--- src/rtl/ps2_pkg.sv ---
// Shared types and constants for the PS/2 frame receiver: FSM states,
// well-known scan codes and default timing parameters.
package ps2_pkg;

    typedef enum logic [1:0] {
        ST_IDLE,
        ST_DATA,
        ST_PARITY,
        ST_STOP
    } ps2_state_t;

    typedef enum logic [7:0] {
        SC_EXTENDED = 8'hE0,
        SC_BREAK    = 8'hF0
    } ps2_scan_code_t;

    localparam int unsigned DEFAULT_FILTER_LEN    = 4;
    localparam int unsigned DEFAULT_TIMEOUT_TICKS = 600;

    // PS/2 uses odd parity over the eight data bits plus the parity bit.
    function automatic logic odd_ones(input logic [8:0] bits);
        return ^bits;
    endfunction

endpackage

--- src/rtl/ps2_line_filter.sv ---
// Two-flop synchronizer followed by a level filter: the output level only
// moves after FILTER_LEN consecutive equal samples (FILTER_LEN >= 2).
module ps2_line_filter #(
    parameter int unsigned FILTER_LEN = 4
) (
    input  logic clk_2,
    input  logic rst_n,
    input  logic i_line,
    output logic o_level
);

    logic                  r_sync1;
    logic                  r_sync2;
    logic [FILTER_LEN-2:0] r_hist;
    logic                  r_level;
    logic [FILTER_LEN-1:0] w_window;

    // The newest synchronized sample plus the FILTER_LEN-1 before it.
    assign w_window = {r_hist, r_sync2};
    assign o_level  = r_level;

    // NOTE: sequential state uses <= so every flop samples pre-edge values.
    always_ff @(posedge clk_2) begin
        if (!rst_n) begin
            r_sync1 <= 1'b1;
            r_sync2 <= 1'b1;
            r_hist  <= '1;
            r_level <= 1'b1;
        end else begin
            r_sync1 <= i_line;
            r_sync2 <= r_sync1;
            r_hist  <= w_window[FILTER_LEN-2:0];
            if (&w_window) begin
                r_level <= 1'b1;
            end else if (~|w_window) begin
                r_level <= 1'b0;
            end
        end
    end

endmodule

--- src/rtl/ps2_frame_rx.sv ---
// PS/2 device-to-host frame receiver with inactivity watchdog.
// Define PS2_RX_PARITY_EN to reject frames whose parity bit is wrong.
module ps2_frame_rx
    import ps2_pkg::*;
#(
    parameter int unsigned FILTER_LEN    = DEFAULT_FILTER_LEN,
    parameter int unsigned TIMEOUT_TICKS = DEFAULT_TIMEOUT_TICKS
) (
    input  logic       clk_2,
    input  logic       rst_n,
    input  logic       clk_300k,
    input  logic       ps2_clk,
    input  logic       ps2_data,
    output logic [7:0] check_code,
    output logic       code_new_updated,
    output logic       frame_err
);

`ifdef PS2_RX_PARITY_EN
    localparam bit PARITY_CHECK = 1'b1;
`else
    localparam bit PARITY_CHECK = 1'b0;
`endif
    localparam int unsigned WDOG_W = $clog2(TIMEOUT_TICKS + 1);

    logic              w_clk_f;
    logic              w_data_f;
    logic              w_fall;
    logic              w_frame_ok;
    logic              w_timeout;
    logic              w_emit_code;
    logic              w_emit_err;
    ps2_state_t        r_state;
    ps2_state_t        w_state_next;
    logic              r_clk_prev;
    logic [2:0]        r_bit_cnt;
    logic [7:0]        r_shift;
    logic              r_parity;
    logic [WDOG_W-1:0] r_wdog;
    logic [7:0]        r_check_code;
    logic              r_code_new;
    logic              r_frame_err;

    ps2_line_filter #(.FILTER_LEN(FILTER_LEN)) u_clk_filter (
        .clk_2   (clk_2),
        .rst_n   (rst_n),
        .i_line  (ps2_clk),
        .o_level (w_clk_f)
    );

    ps2_line_filter #(.FILTER_LEN(FILTER_LEN)) u_data_filter (
        .clk_2   (clk_2),
        .rst_n   (rst_n),
        .i_line  (ps2_data),
        .o_level (w_data_f)
    );

    assign w_fall     = r_clk_prev & ~w_clk_f;
    assign w_frame_ok = w_data_f && (!PARITY_CHECK || odd_ones({r_shift, r_parity}));
    // An edge in the same cycle as a strobe restarts the watchdog instead of expiring it.
    assign w_timeout  = (r_state != ST_IDLE) && !w_fall && clk_300k &&
                        (r_wdog == WDOG_W'(TIMEOUT_TICKS - 1));

    always_ff @(posedge clk_2) begin
        if (!rst_n) begin
            r_state <= ST_IDLE;
        end else begin
            r_state <= w_state_next;
        end
    end

    // NOTE: every output of this block gets a default first, so no latch is inferred.
    always_comb begin
        w_state_next = r_state;
        w_emit_code  = 1'b0;
        w_emit_err   = 1'b0;
        if (w_timeout) begin
            w_state_next = ST_IDLE;
            w_emit_err   = 1'b1;
        end else if (w_fall) begin
            case (r_state)
                ST_IDLE:   if (!w_data_f) w_state_next = ST_DATA;
                ST_DATA:   if (r_bit_cnt == 3'd7) w_state_next = ST_PARITY;
                ST_PARITY: w_state_next = ST_STOP;
                ST_STOP: begin
                    w_state_next = ST_IDLE;
                    w_emit_code  = w_frame_ok;
                    w_emit_err   = !w_frame_ok;
                end
                default:   w_state_next = ST_IDLE;
            endcase
        end
    end

    always_ff @(posedge clk_2) begin
        if (!rst_n) begin
            r_clk_prev   <= 1'b1;
            r_bit_cnt    <= 3'd0;
            r_shift      <= 8'h00;
            r_parity     <= 1'b0;
            r_wdog       <= '0;
            r_check_code <= 8'h00;
            r_code_new   <= 1'b0;
            r_frame_err  <= 1'b0;
        end else begin
            r_clk_prev <= w_clk_f;
            if (w_fall) begin
                case (r_state)
                    ST_IDLE:   r_bit_cnt <= 3'd0;
                    ST_DATA: begin
                        r_shift   <= {w_data_f, r_shift[7:1]};
                        r_bit_cnt <= r_bit_cnt + 3'd1;
                    end
                    ST_PARITY: r_parity <= w_data_f;
                    default:   ;
                endcase
            end
            if (r_state == ST_IDLE || w_fall || w_timeout) begin
                r_wdog <= '0;
            end else if (clk_300k) begin
                r_wdog <= r_wdog + WDOG_W'(1);
            end
            r_code_new  <= w_emit_code;
            r_frame_err <= w_emit_err;
            if (w_emit_code) begin
                r_check_code <= r_shift;
            end
        end
    end

    assign check_code       = r_check_code;
    assign code_new_updated = r_code_new;
    assign frame_err        = r_frame_err;

endmodule

--- config.mk ---
export PLATFORM = sky130hd
export DESIGN_NAME = ps2_frame_rx
export DESIGN_NICKNAME = d
export VERILOG_FILES = /design/src/rtl/ps2_pkg.sv /design/src/rtl/ps2_line_filter.sv /design/src/rtl/ps2_frame_rx.sv
export SDC_FILE = /design/constraint.sdc
export NUM_CORES = 1
export LEC_CHECK = 0
export CAP_MARGIN = 20
export CORE_ASPECT_RATIO = 1.25
export CORE_UTILIZATION = 50
export DETAILED_ROUTE_END_ITERATION = 10
export GPL_TIMING_DRIVEN = 1
export HOLD_SLACK_MARGIN = 0.1
export PLACE_DENSITY = 0.73
export SLEW_MARGIN = 20
export SYNTH_ARGS = -nofsm -noshare
export SYNTH_HDL_FRONTEND = slang
export SYNTH_SLANG_ARGS = --single-unit
--- constraint.sdc ---
create_clock -name clk_2 -period 1.25 [get_ports clk_2]
set_input_delay 0.3125 -clock clk_2 [delete_from_list [all_inputs] [get_ports clk_2]]
set_output_delay 0.3125 -clock clk_2 [all_outputs]
set_load 0.02 [all_outputs]
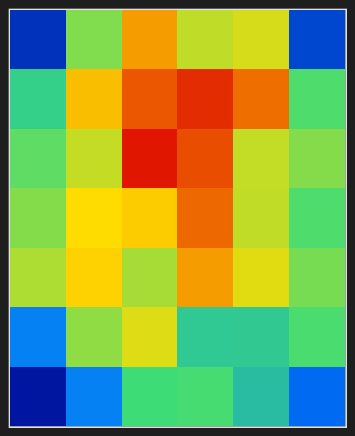
(images/cell_density.png)
Scale: 6 px per µm. 6 x 7 tiles, from dark blue (low) to red (high), 0 to 100% covered.
The emptiest ninth of the die: south-west. 26% of the tiles are over 75% full. The fullest tile reaches 98%. The mean over all tiles is 60%.
Initial Util: 52.16%
core box area: 3483 µm²
final cell utilization of the core: 68.28%

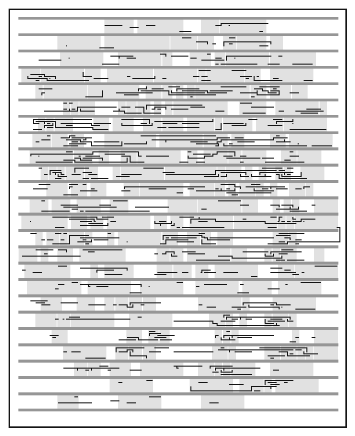
(images/layer_met1.png)
Scale: 6 px per µm. Supply wires on this layer in gray. Cells faint in the background.
The layer holds 39% of the routed length. The wires run mostly horizontal. The layer carries 1360 µm of wire.

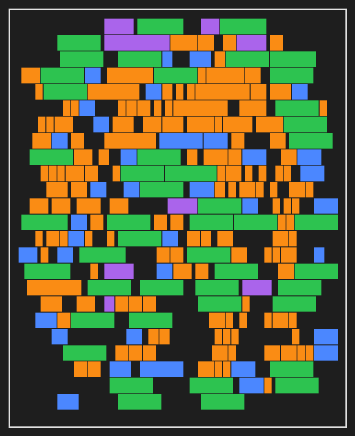
(images/placement_by_type.png)
Scale: 6 px per µm.
Blue marks other buffers and delay cells, cells 36, share of their area 15%. Orange marks combinational and other logic, cells 138, share of their area 41%. Purple marks clock drivers and dummy loads, cells 8, share of their area 4.8%. Green marks flops, cells 46, share of their area 40%.
Design Area, Final: 2379 µm²
Core Rows: 24

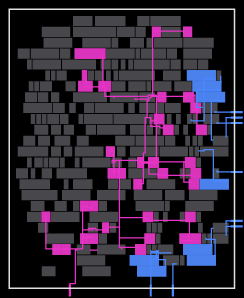
(images/io_fan.png)
Scale: 4 px per µm.
Magenta marks rst_n, bits 1, direction input, end cells 36, buffers 5, wire 306 µm. Blue marks check_code, bits 8, direction output, end cells 8, buffers 8, wire 128 µm.
number of buffers added on ports: 14
I/O pin total: 15

==> summary.txt <==
Status of the implementation.

- The met2 capacity usage during global routing is 35.61%, for reference.
- The number of pins exceeding their max-slew limit in the final report is 0, for reference.
- The final power report lists total power as approximately 2.6 mW.
- Global routing finished with a remaining overflow of 0.
- The starting DRC count in detailed routing is 31, for reference.
- The number of hold buffers added after CTS is 0, for reference.
- The number of global-route vias before repair was between 1000 and 1500.
- After layout, the setup clock skew is reported as between 0.005 and 0.006 ns.
- The number of cells produced by synthesis is around 190, for reference.
- The layout report lists the combined flip-flop and latch area as 932.1 µm².
- The clock tree buffer count of the final layout is 5, for reference.
- The net total in the final layout is 239, for reference.
- The H-tree level count is 2, for reference.
- The met1 demand-to-capacity share in global routing is between 10% and 20%, for reference.
- Along the worst path, the maximum fanout reaches 8.
- The congestion estimate from routability-driven global placement came to about 0.8.
- The worst reg-to-reg setup slack is -0.02 ns, for reference.
- The flow ran to the end, but the final reports show violations.
- Summed over all failing endpoints, the final setup total negative slack is -0.05430 ns.
- The die outline height is approximately 70 µm, for reference.
- The data arrival time of the worst path is between 1 and 1.5 ns, for reference.
- The post-synthesis chip area from yosys is roughly 1800 µm², for reference.
- The peak supply drop is around 1.4 mV, for reference.
- The synthesized netlist was found by Yosys to have between 150 and 200 cells.
- The clock slew seen by the registers of the worst setup and hold paths is 0.08 ns, for reference.
- 136 cells are multi-input combinational gates.
- The final-report setup violation count is 4, for reference.
- Measured along the x axis, the die boundary spans roughly 56 µm.
- The number of nets handed over by synthesis was approximately 200.
- Endpoints failing hold in the final report were tallied at 0.
- The hold path depth is 1, for reference.
- STA classifies the critical path endpoint as a flop.
- The flow measured a signed area growth from synthesis to layout of 30.92%.
- The critical path class is reg2reg, for reference.
- The synthesized area per cell is 9.512 µm², for reference.
- Measured against its own limit, the worst slew margin works out to about 82%.
- The reg-to-reg endpoint is r_shift[7], for reference.
- The checks that failed: negative setup slack.
- Once routing completed, OpenROAD measured the worst setup slack at -0.01791 ns.
- For reference, the top cells by area after synthesis are dfxtp_1 (51%), nand2_1 (8.1%), a21boi_0 (6.6%).
- The placed standard-cell area is about 2200 µm², for reference.
- Global routing used between 15 and 20% of the available tracks.
- The detailed-route vias per instance is 5.251, for reference.
- The detailed router used layers up to and including met4.
- TritonCTS built the clock tree.
- The number of antenna violations at the first check in global routing is 0, for reference.
- The aggregate routed wire length is approximately 3500 µm, for reference.
-- synthesized netlist by cell type --
master	count
nand3_1	3
nor2b_1	4
a21boi_0	16
clkbuf_1	2
inv_1	2
a22oi_1	2
nand4b_2	1
nor4b_2	1
nand2_1	39
nand4_1	4
o31ai_4	1
or3_1	2
xor2_1	5
nor3_1	1
a31oi_1	2
and2_1	1
nand4b_1	1
mux2i_1	3
o21bai_1	1
dfxtp_1	46
nand2b_1	12
buf_2	1
and3_1	1
a21oi_1	3
and3_2	1
buf_4	4
nand3_2	1
o21ai_0	4
and4_1	1
xnor2_1	4
ha_1	7
nor2_1	15
-- worst max path at each step --
stage | startpoint | slack, ns | cells after the start | endpoint
after floorplan | r_wdog[1] | 0.0002 | 5 | r_state[0]
after global placement | clk_300k | -0.45 | 5 | r_state[0]
after detailed placement | clk_300k | -0.48 | 5 | r_state[1]
after CTS | r_wdog[1] | -0.07 | 5 | r_state[1]
after global routing | r_state[0] | -0.07 | 6 | r_state[0]
final | r_clk_prev | -0.02 | 6 | r_shift[7]
-- flip-flops by register name (all words and copies together), names as in the netlist --
name,flops
check_code,8
u_clk_filter.o_level,1
u_clk_filter.r_sync2,1
r_clk_prev,1
r_wdog,10
u_clk_filter.r_hist,3
u_data_filter.r_sync1,1
r_shift,8
code_new_updated,1
u_clk_filter.r_sync1,1
u_data_filter.o_level,1
r_bit_cnt,3
frame_err,1
u_data_filter.r_sync2,1
u_data_filter.r_hist,3
r_state,2
-- logic make-up (layout without fill, tap and decap cells) --
kind of cell | Yosys count | after routing | share of synthesized area [%]
multiplexers | 3 | 3 | 1.653
AND/OR/NAND/NOR | 88 | 88 | 24.10
AND-OR/OR-AND | 29 | 29 | 11.64
buffers and inverters | 9 | 46 | 2.755
adder cells (fa/ha/maj) | 7 | 7 | 4.821
XOR/XNOR | 9 | 9 | 4.339
flip-flops | 46 | 46 | 50.69
-- critical path: stages (launching register included) --
cell	delay, ns
dfxtp_1	0.33
nor2b_2	0.16
buf_6	0.15
and2_1	0.17
buf_6	0.14
nand2_1	0.05
a21boi_1	0.19
-- placed cells by master, fill, tap and decap left out, types with 2 or more instances in the layout --
master            n
ha_1              4
a21oi_1           3
or3_1             2
buf_12            2
a21boi_0          8
dfxtp_2           6
nor2b_1           3
clkdlybuf4s50_1   3
a22oi_1           2
nand4_1           4
clkdlybuf4s15_2   7
a31oi_1           2
buf_6             3
xor2_1            5
mux2i_1           3
dfxtp_1          39
clkbuf_8          5
nand2b_1         11
nand3_1           2
xnor2_1           4
o21ai_0           3
ha_4              3
a21boi_1          8
nand2_1          39
nor2_1           14
buf_4            17
-- what timing repair did --
action	CTS	global route
setup buffers	1	0
pin swaps	1	3
resized	36	26
setup endpoints to repair	37	34
-- power by group --
| part | switching (mW) | internal (mW) | leakage [nW] | total [mW] |
|---|---|---|---|---|
| logic | 0.0274 | 0.0443 | 0.450 | 0.0717 |
| registers | 0.00403 | 1.47 | 0.376 | 1.47 |
| clock network | 0.500 | 0.599 | 0.0585 | 1.10 |
Power and IR drop assume default switching activity.
